Figure 1. Supply network.
The bar under the picture is 20 um long. Pins as bars on the die edge.
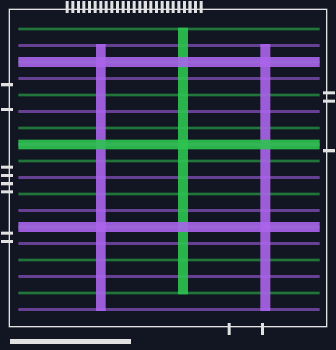
Figure 2. Placed cells, one colour a class.
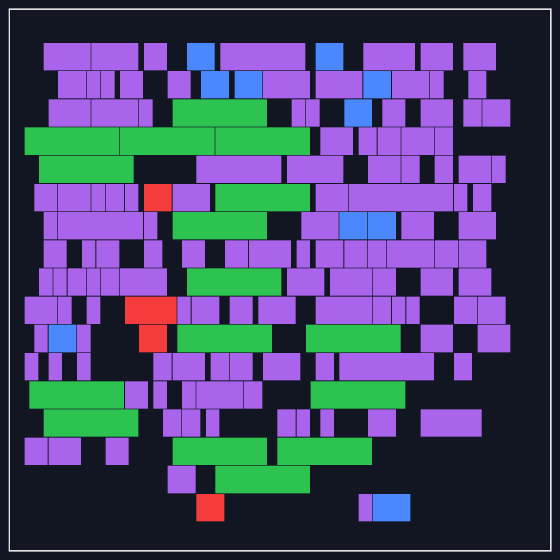
Figure 3. Clock network drawn from the DEF.
The bar under the picture is 20 um long.
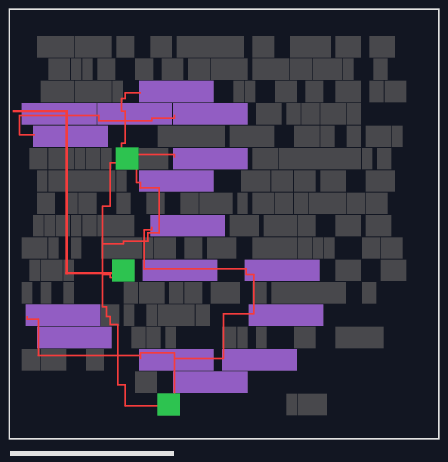
Figure 4. Wiring by layer.
The bar under the picture is 20 um long.
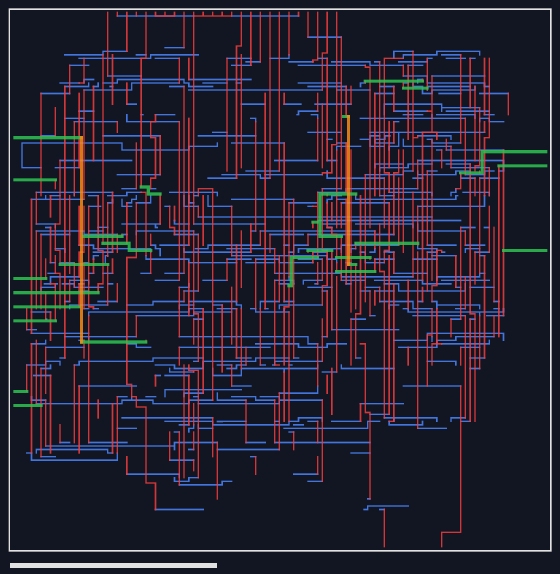
Figure 5. Clock nets.
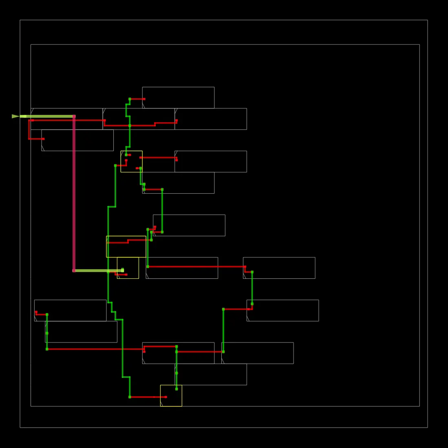
Design determ_sub_sched, sky130hd; sources not shown.
==> impl_metrics.csv <==
group,metric,value,unit
outcome,outcome,"finished, final reports clean",
logic_synthesis,ys_top_cells_by_area,"dfrtp_1, ha_1, buf_4",
cells_and_area,drive_above_1_share,0.168,
logic_synthesis,synthCells,160,
min_path,hp-class,"input pin to register",
power,p_leak,0.641,nW
logic_synthesis,top_cell_area_share,0.280,
sta,setup_ws,66.0,ps
critical_path,worstPathArrival,3510,ps
logic_synthesis,syn_nets,184,
cells_and_area,layout.cells.most_common_list,"nand2_1, dfrtp_1, inv_1",
grt,grt_overflow,0,
logic_synthesis,async_flop_share,1.00,
clocking,cts_tree,"built",
logic_synthesis,ys.warnings.count,0,
sta,slew_headroom,0.609,
critical_path,cp.required,3570,ps
clocking,cts_max_level,1,
placement,dp.cells,175,
cells_and_area,antenna_cells,0,
placement,place_area,0.00140,mm^2
critical_path,r2r_cells,11,
cells_and_area,syn_to_final_growth,4.20,%
drt,drt-initial-drc-count,35,
power,p_int,723,uW
sta,hold_slack,208,ps
drt,drt-pass1-iter-count,4,
cells_and_area,final_area,0.00149,mm^2
cells_and_area,layout.nets,180,
sta,fin_setup_tns,0,ps
critical_path,critical_path_class,"register to register",
cells_and_area,largest_register_ffs,6,
power,power,1.38,mW
sta,clock.fmax,0.305,GHz
sta,period_used_share,0.980,
sta,finalSetupViolations,0,
clocking,clk_pin_slew,90,ps
sta,finalHoldViolations,0,
job,cap_viol_max_count,0,
placement,hpwl,2300,um
drt,remaining_drc_errors,0,
power,switching_share,0.474,
logic_synthesis,syn_area,0.00143,mm^2
job,tool_warnings,30,
logic_synthesis,edf_count,0,
critical_path,cp_max_fo,5,
power,p_switching,652,uW
critical_path,cp-start-kind,"register",
floorplan,fp_util,0.623,
floorplan,pin_count,38,
grt,grt_max_degree,18,
logic_synthesis,yosysTopAreaCell,"dfrtp_1",
logic_synthesis,synth.top_cells.by_count,"dfrtp_1, nand2_1, buf_4, inv_1, ha_1",
critical_path,end_kind,"register",
logic_synthesis,yosys_cells,160,
floorplan,die-area,0.00271,mm^2
grt,grt_pass1_wl,4800,um
About Figure 1:
legend:
  purple:
    net: VSS
  green:
    net: VDD
signal pins: 38
met4 straps: 3
met1 rails: 18
core footprint: 0.00230 mm^2
Die Y: 52.1 um
die width: 52.1 um
Max VDD drop: 0.000567 V

About Figure 2:
legend:
  green:
    class: sequential cells
    cells: 16
  blue:
    class: remaining buffers and delay cells
    cells: 10
  red:
    class: clock drivers and dummy loads
    cells: 4
  purple:
    class: combinational and other logic
    cells: 125
Layout Utilization: 0.649
Site Rows: 17
sequential share of cell area: 0.269

About Figure 3:
legend:
  green:
    item: clock drivers
    count: 3
  red:
    item: clock wires
    length: 204 um
  purple:
    item: flip-flops
    count: 16
routed clock nets: 4
Latency at later pin: 290 ps
clk_skew: 2.97 ps
Clock Power Share: 0.092
clock group total power: 127 uW

About Figure 4:
legend:
  red:
    layer: metal 2
    wire_length: 1,660 um
  orange:
    layer: metal 4
    wire_length: 34.0 um
  blue:
    layer: metal 1
    wire_length: 1,340 um
  green:
    layer: metal 3
    wire_length: 116 um
All-Layer GR Usage: 0.244
final WL: 3150 um
WL/cell: 17.2 um
Via Count: 1,211

About Figure 5:
registers: 16
TritonCTS Buffers: 3
clk sinks: 16
# clk buffers: 4

-- area by class of cell --
class                           instances  area (um^2)  area share
Clock buffer                            4         36.3      0.0243
Inverter                               11         41.3      0.0277
Multi-Input combinational cell        114          900       0.604
Sequential cell                        16          400       0.269
Tap cell                               28         35.0      0.0235
Timing Repair Buffer                   10         77.6      0.0521
-- routing by layer --
metal / wire (um) / track usage
met1: 1340 / 0.303
met2: 1660 / 0.419
met3: 116 / 0.0234
met4: 34 / 0.117
met5: 0 / 0
-- what timing repair did --
action,4_1_cts,5_1_grt
hold endpoints to repair,9,0
hold buffers,1,0
gates resized,0,3
setup endpoints to repair,0,5
setup buffers,0,3
-- worst max-delay path: stages (launching register included) --
cell and delay (ps):
dfrtp_1 420, mux4_2 550, ha_1 290, inv_1 40, ha_1 210, ha_2 230, and4b_4 220, a2111oi_4 370
buf_4 210, o311ai_2 120, a211oi_2 390, a221o_1 190
-- kinds of logic (layout without fill, tap and decap cells) --
group                      Yosys count  count (layout)  synth area share
DFF                                 16              16             0.280
AOI/OAI and AO/OA                   48              48             0.259
adders and majority gates            9               9            0.0787
buffers and inverters               30              25             0.110
muxes                                5               5            0.0630
and+or+nand+nor                     49              49             0.191
xor gates and xnor gates             3               3            0.0184
-- power groups by stage --
stage / Clock [mW] / Sequential (mW) / Combinational, mW
3_5_place_dp: 0 / 0.438 / 0.753
6_report: 0.127 / 0.445 / 0.804
4_1_cts: 0.130 / 0.434 / 0.760
5_1_grt: 0.138 / 0.464 / 0.888
2_1_floorplan: 0 / 0.353 / 0.749
3_3_place_gp: 0 / 0.428 / 0.715
Power is estimated from default activity; no workload was simulated.
